$ cat src/rtl/rv32i_memarbiter_pkg.sv
// Shared types and defaults for the single-port memory arbiter.
package rv32i_memarbiter_pkg;

  localparam int unsigned AddrWDefault = 30;
  localparam int unsigned DataWDefault = 32;

  // Which requester owns the read response arriving next cycle.
  typedef enum logic [1:0] {
    OwnNone = 2'd0,
    OwnIf   = 2'd1,
    OwnD    = 2'd2
  } owner_t;

endpackage

$ cat src/rtl/rv32i_memarbiter_starve_cnt.sv
// Saturating count of consecutive cycles a fetch request has been denied.
module rv32i_memarbiter_starve_cnt #(
  parameter int unsigned STARVE_MAX = 4
) (
  input  logic clk,
  input  logic reset,
  input  logic inc,
  input  logic clr,
  output logic sat
);

  localparam int unsigned CntW = $clog2(STARVE_MAX + 1);
  localparam logic [CntW-1:0] CntMax = CntW'(STARVE_MAX);

  logic [CntW-1:0] cnt_q, cnt_d;

  always_comb begin
    cnt_d = cnt_q;
    if (clr) begin
      cnt_d = '0;
    end else if (inc && (cnt_q != CntMax)) begin
      cnt_d = cnt_q + 1'b1;
    end
  end

  always_ff @(posedge clk or negedge reset) begin
    if (!reset) begin
      cnt_q <= '0;
    end else begin
      cnt_q <= cnt_d;
    end
  end

  assign sat = (cnt_q == CntMax);

endmodule

$ cat src/rtl/rv32i_memarbiter.sv
// Shares one 1-cycle-latency RAM port between fetch and data; data wins unless
// fetch has been starved for STARVE_MAX cycles.
module rv32i_memarbiter
  import rv32i_memarbiter_pkg::*;
#(
  parameter int unsigned ADDR_W     = AddrWDefault,
  parameter int unsigned DATA_W     = DataWDefault,
  parameter int unsigned STARVE_MAX = 4
) (
  input  logic              clk,
  input  logic              reset,
  input  logic              if_req,
  input  logic [ADDR_W-1:0] if_addr,
  output logic              if_gnt,
  output logic              if_rvalid,
  output logic [DATA_W-1:0] if_rdata,
  input  logic              d_req,
  input  logic              d_we,
  input  logic [3:0]        d_be,
  input  logic [ADDR_W-1:0] d_addr,
  input  logic [DATA_W-1:0] d_wdata,
  output logic              d_gnt,
  output logic              d_rvalid,
  output logic [DATA_W-1:0] d_rdata,
  output logic [ADDR_W-1:0] mem_addr,
  output logic              mem_we,
  output logic [3:0]        mem_be,
  output logic [DATA_W-1:0] mem_wdata,
  input  logic [DATA_W-1:0] mem_rdata
);

  logic        starved;
  owner_t      rd_owner_q, rd_owner_d;
  logic [DATA_W-1:0] if_rdata_q, d_rdata_q;

  rv32i_memarbiter_starve_cnt #(
    .STARVE_MAX(STARVE_MAX)
  ) u_starve_cnt (
    .clk  (clk),
    .reset(reset),
    .inc  (if_req && !if_gnt),
    .clr  (!if_req || if_gnt),
    .sat  (starved)
  );

  // Fetch wins when alone or when it has waited out the starvation limit.
  assign if_gnt = if_req && (!d_req || starved);
  assign d_gnt  = d_req && !if_gnt;

  assign mem_addr  = d_gnt ? d_addr : if_addr;
  assign mem_we    = d_gnt && d_we;
  assign mem_be    = mem_we ? d_be : 4'b0000;
  assign mem_wdata = d_wdata;

  always_comb begin
    rd_owner_d = OwnNone;
    if (if_gnt) begin
      rd_owner_d = OwnIf;
    end else if (d_gnt && !d_we) begin
      rd_owner_d = OwnD;
    end
  end

  assign if_rvalid = (rd_owner_q == OwnIf);
  assign d_rvalid  = (rd_owner_q == OwnD);

  always_ff @(posedge clk or negedge reset) begin
    if (!reset) begin
      rd_owner_q <= OwnNone;
      if_rdata_q <= '0;
      d_rdata_q  <= '0;
    end else begin
      rd_owner_q <= rd_owner_d;
      if (if_rvalid) if_rdata_q <= mem_rdata;
      if (d_rvalid)  d_rdata_q  <= mem_rdata;
    end
  end

  // Present the RAM word directly while valid, else the last delivered word.
  assign if_rdata = if_rvalid ? mem_rdata : if_rdata_q;
  assign d_rdata  = d_rvalid  ? mem_rdata : d_rdata_q;

endmodule

$ cat config.mk
export PLATFORM = sky130hd
export DESIGN_NAME = rv32i_memarbiter
export DESIGN_NICKNAME = d
export VERILOG_FILES = /design/src/rtl/rv32i_memarbiter_pkg.sv /design/src/rtl/rv32i_memarbiter_starve_cnt.sv /design/src/rtl/rv32i_memarbiter.sv
export SDC_FILE = /design/constraint.sdc
export NUM_CORES = 1
export LEC_CHECK = 0
export ABC_AREA = 1
export CAP_MARGIN = 20
export CORE_ASPECT_RATIO = 0.5
export CORE_MARGIN = 4
export CORE_UTILIZATION = 36
export CTS_CLUSTER_SIZE = 12
export DETAILED_ROUTE_END_ITERATION = 6
export PLACE_DENSITY = 0.84
export SLEW_MARGIN = 15
export SYNTH_ARGS = -nofsm -noshare
export SYNTH_HDL_FRONTEND = slang
export SYNTH_SLANG_ARGS = --single-unit
$ cat constraint.sdc
create_clock -name clk -period 2.4 [get_ports clk]
set_input_delay 0.24 -clock clk [delete_from_list [all_inputs] [get_ports clk]]
set_output_delay 0.24 -clock clk [all_outputs]
set_load 0.05 [all_outputs]
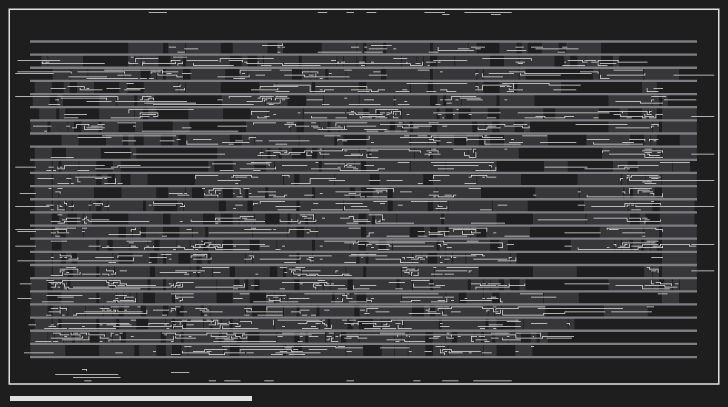
(run_1/met1.png)
Scale bar: 50 um. Supply wires on this layer in gray. Cells faint in the background.
longest straight run: 37.7 um
share of all routed wire: 34%
routed via count: 3287
GRT met1 Usage: 19.9%
Routed WL: 11.7 mm

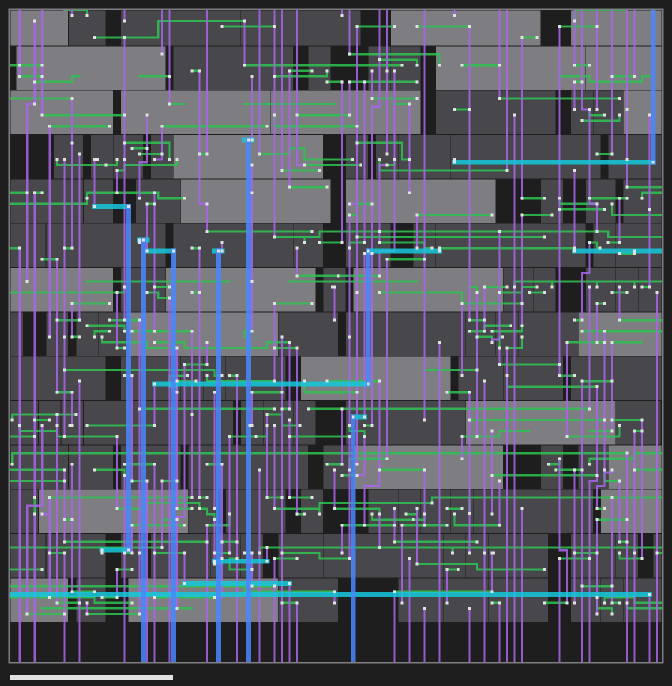
(run_1/zoom.png)
Scale bar: 10 um. Window x 53 to 93, y 3 to 43 um. Cells in gray, sequential cells in the stronger gray; small squares are vias.
| layer | color |
|---|---|
| met3 | cyan |
| met1 | green |
| met4 | blue |
| met2 | purple |
cells with their middle in the window: 120
sequential cells in the window: 21
most frequent: dfrtp_1 (21), nand2_1 (20), clkdlybuf4s50_1 (15)
netlist names of flops here include: `d_rdata_q` (11), `if_rdata_q` (10)

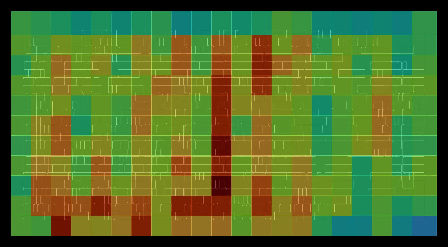
(run_1/final_congestion.png)
met2 usage: 38.0%
met3 Usage GRT: 8.13%
GRT Total Usage: 20.3%
Final Util: 71.8%

## run 1: flip-flops by register name, summed over array words and instances (netlist names)
register            cells
u_starve_cnt.cnt_q      3
rd_owner_q              2
d_rdata_q              32
if_rdata_q             32
## run 1: area by class of cell
type	count	area, um2	area share, %
inverters	47	176	2.73
clock buffers	10	239	3.70
well taps	117	146	2.26
multi-input cells	237	1140	17.6
repair buffers	212	2950	45.6
flip-flops and latches	69	1730	26.7
clock inverters	6	86.3	1.34
## run 1: cells by family (layout without fill, tap and decap cells)
family                     count (synthesis)  count (layout)  synth area share, %
and+or+nand+nor                          169             169                 20.4
adders and majority gates                  2               2                0.725
DFF                                       69              69                 50.0
xor gates and xnor gates                   1               1                0.254
buffers and inverters                    103             275                 17.0
AOI/OAI and AO/OA                         65              65                 11.6
## run 1: synthesized netlist by cell type (all sizes together) (2+ instances only)
cell type / n
nor3: 4
o21ai: 64
inv: 47
buf: 49
ha: 2
nor2: 5
clkbuf: 7
dfrtp: 69
nand2: 128
nand3: 31
## run 1: routing by layer
metal	wire length [um]	vias up	GRT usage (%)
met1	3940	1524	19.9
met4	428	0	8.91
met2	6360	156	38.0
met3	1010	32	8.13
li1	-	1575	-
met5	0	-	0
## run 1: through the flow
| step | area, um2 | setup slack [ns] | instances | power [mW] |
|---|---|---|---|---|
| 6_report | 6460 | 0.167 | 698 | 5.07 |
| 5_1_grt | 6460 | 0.0110 | 698 | 5.27 |
| 4_1_cts | 6460 | 0.130 | 698 | 5.12 |
| 3_5_place_dp | 6140 | 0.492 | 682 | 3.70 |
| 3_3_place_gp | 6140 | 0.512 | 682 | 3.65 |
| 2_1_floorplan | 3450 | 0.251 | 409 | 2.65 |
## run 1: power groups by stage
stage / Clock (mW) / Combinational, mW / Sequential [mW]
floorplan: 0 / 1.26 / 1.39
global placement: 0 / 2.26 / 1.39
detailed placement: 0 / 2.29 / 1.40
CTS: 1.44 / 2.30 / 1.39
global route: 1.50 / 2.37 / 1.40
finish: 1.41 / 2.28 / 1.39
## run 1: path summary, 6_finish.rpt
kind / startpoint / to / slack, ns / depth (start not counted)
max: rd_owner_q[0] / d_rdata[15] / 0.17 / 4
min: reset / d_rdata_q[16] / 0.12 / 2
max reg2reg: rd_owner_q[0] / d_rdata_q[15] / 0.79 / 3
min reg2reg: u_starve_cnt.cnt_q[0] / u_starve_cnt.cnt_q[0] / 0.46 / 1
max in group asynchronous: reset / d_rdata_q[2] / 1.73 / 2
min in group clk: u_starve_cnt.cnt_q[0] / u_starve_cnt.cnt_q[0] / 0.46 / 1
## run 1: critical path, delay by kind of cell (launching register included)
kind / cells / cell delay, ns
flip-flops: 1 / 0.38
buffers and inverters: 2 / 0.45
AND/OR/NAND/NOR: 1 / 0.52
AND-OR/OR-AND: 1 / 0.29
==> flow_summary_export.csv, run 1 <==
group,metric,value,unit
sta,finalSetupViolations,0,
route,drt_iter0_markers,175,
power_and_ir_drop,p_sw,1.82,mW
power_and_ir_drop,p_per_area,785,mW/mm2
layout,final_nets,711,
worst_setup_path,critPathArrivalTime,1.99,ns
yosys,syn_nets,544,
layout,n_antenna_cell,0,
floorplanning,floorplanUtilization,38.3,%
clock_tree,numCtsBuffers,9,
yosys,edf_count,0,
power_and_ir_drop,p_clk_share,27.7,%
worst_setup_path,cp_common_cell,"buf_12",
floorplanning,row_count,24,
yosys,synth_flops,69,
sta,clock.fmax,448,MHz
worst_setup_path,crit_fanout,39,
yosys,ys_chip_area,0.00345,mm2
clock_tree,ctsResizeCount,0,
yosys,top_cell_area_share,50.0,%
layout,fill_cells,618,
sta,drv_slew,0,
job,warnings,27,
route,drc,0,
grt,grt_antenna_before_repair,0,
power_and_ir_drop,switching_share,35.8,%
layout,layout_top_cells,"nand2_1, clkdlybuf4s50_1, buf_12",
grt,grt_pass1_vias,3444,
job,drv_cap,0,
sta,setup_tns,0,ns
yosys,ys_async_sr_fraction,100,%
clock_tree,cts_tree,"built",
worst_setup_path,end_kind,"primary output",
layout,mostFrequentLayoutCell,"nand2_1",
route,route.antenna.remaining_nets,0,
route,dr.pass1.iters,5,
worst_setup_path,worst_path_largest_cell_delay,0.52,ns
grt,grt_pass1_wl,18.1,mm
yosys,yosys_cells,409,
clock_tree,clk_path_buf_depth,2,
floorplanning,die_x,146,um
clock_tree,cts_sinks,69,
route,viasPerCell,4.71,
yosys,ys_seq_share,50.0,%
yosys,yosys.area.top_type,"dfrtp_1",
sta,period_minus_slack,2.23,ns
place,dpl.hpwl,9.16,mm
sta,hold_violations,0,
yosys,synthCells,409,
sta,worst_pin_slew,0.863,ns
grt,grt_overflow_total,0,
clock_tree,clock_latency,0.32,ns
layout,layout-drive-gt1-share,26.3,%
floorplanning,die_area,0.0113,mm2
min_path,hp-class,"in2async",
yosys,syn-cell-area,0.00345,mm2
worst_setup_path,criticalPathCategory,"reg2out",
sta,holdWs,0.119,ns
worst_setup_path,critical_path.slowest_cell,"or2_2",
floorplanning,fp.coreArea,0.00901,mm2
layout,area_growth,87.3,%
power_and_ir_drop,power.internal,3.26,mW
power_and_ir_drop,ir_drop,0.000414,V
place,io_buffers,203,
yosys,synth.distinct_cells,19,
place,gp_congestion,0.820,
floorplanning,die_h,77.2,um
yosys,syn_area_per_cell,8.44,um2
grt,grt_max_degree,70,
power_and_ir_drop,leakage,3.16,nW
clock_tree,path_clk_slew,0.06,ns
yosys,netlist_top_cells_area,"dfrtp_1, nand2_1, buf_4",
power_and_ir_drop,seq_power_share,27.3,%
clock_tree,hold_buffers,0,
worst_setup_path,setup.worst_path.start_class,"flop",
worst_setup_path,cp_data_required_time,2.16,ns
sta,finalClockPeriodUsage,93.0,%
yosys,ff_type,"dfrtp_1",
floorplanning,io_pins,268,
sta,rsz0062_at_grt,"no",
clock_tree,cts-root-buf,"clkbuf_16",
sta,max_slew_margin,42.5,%
yosys,ys_warn_count,0,
clock_tree,h-tree-depth,3,
sta,clock_skew,0.00560,ns
power_and_ir_drop,p_comb_share,44.9,%
clock_tree,post-cts-setup-buffers,0,
worst_setup_path,cp_cell_sequence,"or2_2 > buf_12 > o21ai_1 > buf_12",
status,status,"complete, no violations",
route,routedWlPerCell,16.8,um
## Run 2: what changed since run 1
clock period = 2.73 ns   (was 2.4 ns; I/O delays follow)
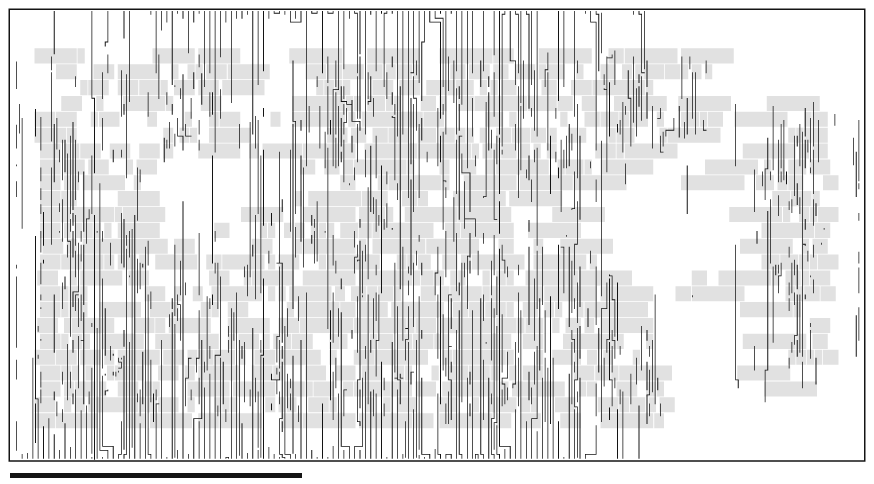
(run_2/met2.png)
Scale bar: 50 um. Cells faint in the background.
nets with wire on the layer: 571
share of all routed wire: 56%
Routed WL: 10.8 mm
met2 usage: 36.9%
routed via count: 3161

==> flow_summary_export.csv, run 2 <==
group,metric,value,unit
yosys,synthCells,409,
sta,finalClockPeriodUsage,96.4,%
yosys,ys_seq_share,50.0,%
worst_setup_path,r2r_end,"d_rdata_q[28]",
floorplanning,fp.coreArea,0.00901,mm2
layout,logic_area,0.00114,mm2
route,route.antenna.remaining_nets,0,
floorplanning,die_h,77.2,um
worst_setup_path,worstSetupEndpoint,"d_rdata[16]",
yosys,syn_area_per_cell,8.44,um2
yosys,synth.most_common_cell,"nand2_1",
clock_tree,h-tree-depth,3,
sta,setup_tns,0,ns
floorplanning,row_count,24,
grt,grt_pass1_wl,16.8,mm
grt,grt_pass1_vias,3354,
worst_setup_path,cp_data_required_time,2.46,ns
floorplanning,floorplanUtilization,38.3,%
route,routedWlPerCell,15.5,um
clock_tree,ctsResizeCount,0,
power_and_ir_drop,p_comb_share,40.2,%
layout,final_nets,710,
sta,finalSetupViolations,0,
sta,rsz0062_at_grt,"no",
sta,max_slew_margin,43.5,%
place,io_buffers,203,
yosys,edf_count,0,
yosys,netlist_top_cells_area,"dfrtp_1, nand2_1, buf_4",
worst_setup_path,crit-reg2reg-launch,"rd_owner_q[1]",
grt,grt_max_degree,70,
layout,seq_area,0.00173,mm2
route,drc,0,
yosys,syn_nets,544,
worst_setup_path,rr_worst_depth,5,
yosys,yosys.area.top_type,"dfrtp_1",
power_and_ir_drop,switching_share,36.9,%
power_and_ir_drop,p_clk_share,30.1,%
worst_setup_path,ff2ff_setup_slack,1.13,ns
power_and_ir_drop,power.internal,2.58,mW
power_and_ir_drop,p_per_area,698,mW/mm2
sta,hold_violations,0,
layout,reg_top3,"d_rdata_q x32, if_rdata_q x32, u_starve_cnt.cnt_q x3",
yosys,ys_warn_count,0,
clock_tree,cts_tree,"built",
clock_tree,clock_latency,0.32,ns
yosys,ys_async_sr_fraction,100,%
yosys,top_cell_area_share,50.0,%
worst_setup_path,criticalPathCategory,"reg2out",
clock_tree,path_clk_slew,0.06,ns
route,drt_iter0_markers,93,
worst_setup_path,setup.worst_path.start_class,"flop",
place,gp_congestion,0.851,
route,dr.pass1.iters,4,
place,dp_slack,0.466,ns
sta,fin_ws,0.0981,ns
worst_setup_path,critPathArrivalTime,2.36,ns
worst_setup_path,end_kind,"primary output",
status,status,"complete, no violations",
yosys,synth_flops,69,
grt,grtUsageTotal,18.6,%
clock_tree,cts_sinks,69,
yosys,ff_type,"dfrtp_1",
layout,n_antenna_cell,0,
worst_setup_path,startpoint,"rd_owner_q[0]",
clock_tree,clk_path_buf_depth,2,
sta,worst_pin_slew,0.848,ns
sta,holdWs,0.156,ns
## run 2: cell counts after synthesis
Identical to the previous run, type by type.
## run 2: per-stage QoR
| stage | cells | total power, mW | instance area [um2] |
|---|---|---|---|
| after floorplan | 409 | 2.33 | 3450 |
| after global placement | 681 | 2.86 | 5530 |
| after detailed placement | 681 | 2.89 | 5530 |
| after CTS | 697 | 4.14 | 5860 |
| after global routing | 697 | 4.26 | 5860 |
| final | 697 | 4.09 | 5860 |
## run 2: routing by layer
metal / global-route usage [%] / part of all wire (%) / up-vias
met5: 0 / 0 / -
met4: 6.19 / 1.8 / 0
met3: 7.71 / 8.7 / 18
met2: 36.9 / 56 / 130
met1: 17.2 / 34 / 1438
li1: - / - / 1575
## run 2: logic make-up (layout without fill, tap and decap cells)
logic type      count (synthesis)  in the layout  share of synthesized area, %
simple gates                  169            169                          20.4
buf+inv                       103            274                          17.0
flops                          69             69                          50.0
compound gates                 65             65                          11.6
fa+ha+maj                       2              2                         0.725
xor+xnor                        1              1                         0.254
## run 2: layout make-up
| cell class | instances | area share [%] |
|---|---|---|
| inverter | 47 | 3.01 |
| clock buffer | 10 | 4.08 |
| sequential | 69 | 29.5 |
| timing repair buffer | 211 | 40.0 |
| multi-input combinational | 237 | 19.4 |
| tap | 117 | 2.50 |
| clock inverter | 6 | 1.47 |
## run 2: worst min-delay path by stage
stage                               start               endpoint  cells past startpoint
finish                              reset          d_rdata_q[17]                      2
global route                        reset          d_rdata_q[27]                      2
CTS                                 reset          d_rdata_q[27]                      2
detailed placement          d_rdata_q[13]          d_rdata_q[13]                      2
global placement    u_starve_cnt.cnt_q[0]  u_starve_cnt.cnt_q[0]                      1
floorplan                           reset           d_rdata_q[0]                      0
## run 2: power groups by stage
stage	sequential (mW)	combinational (mW)	clock, mW
detailed placement	1.23	1.66	0
floorplan	1.22	1.11	0
global route	1.23	1.72	1.31
global placement	1.23	1.63	0
finish	1.21	1.64	1.23
CTS	1.22	1.66	1.26
## run 2: worst max-delay path: stages, from the launching register on
cell	delay (ns)
dfrtp_1	0.39
or2_2	0.52
o21ai_1	0.27
clkdlybuf4s50_1	0.85
Power is estimated from default activity; no workload was simulated.
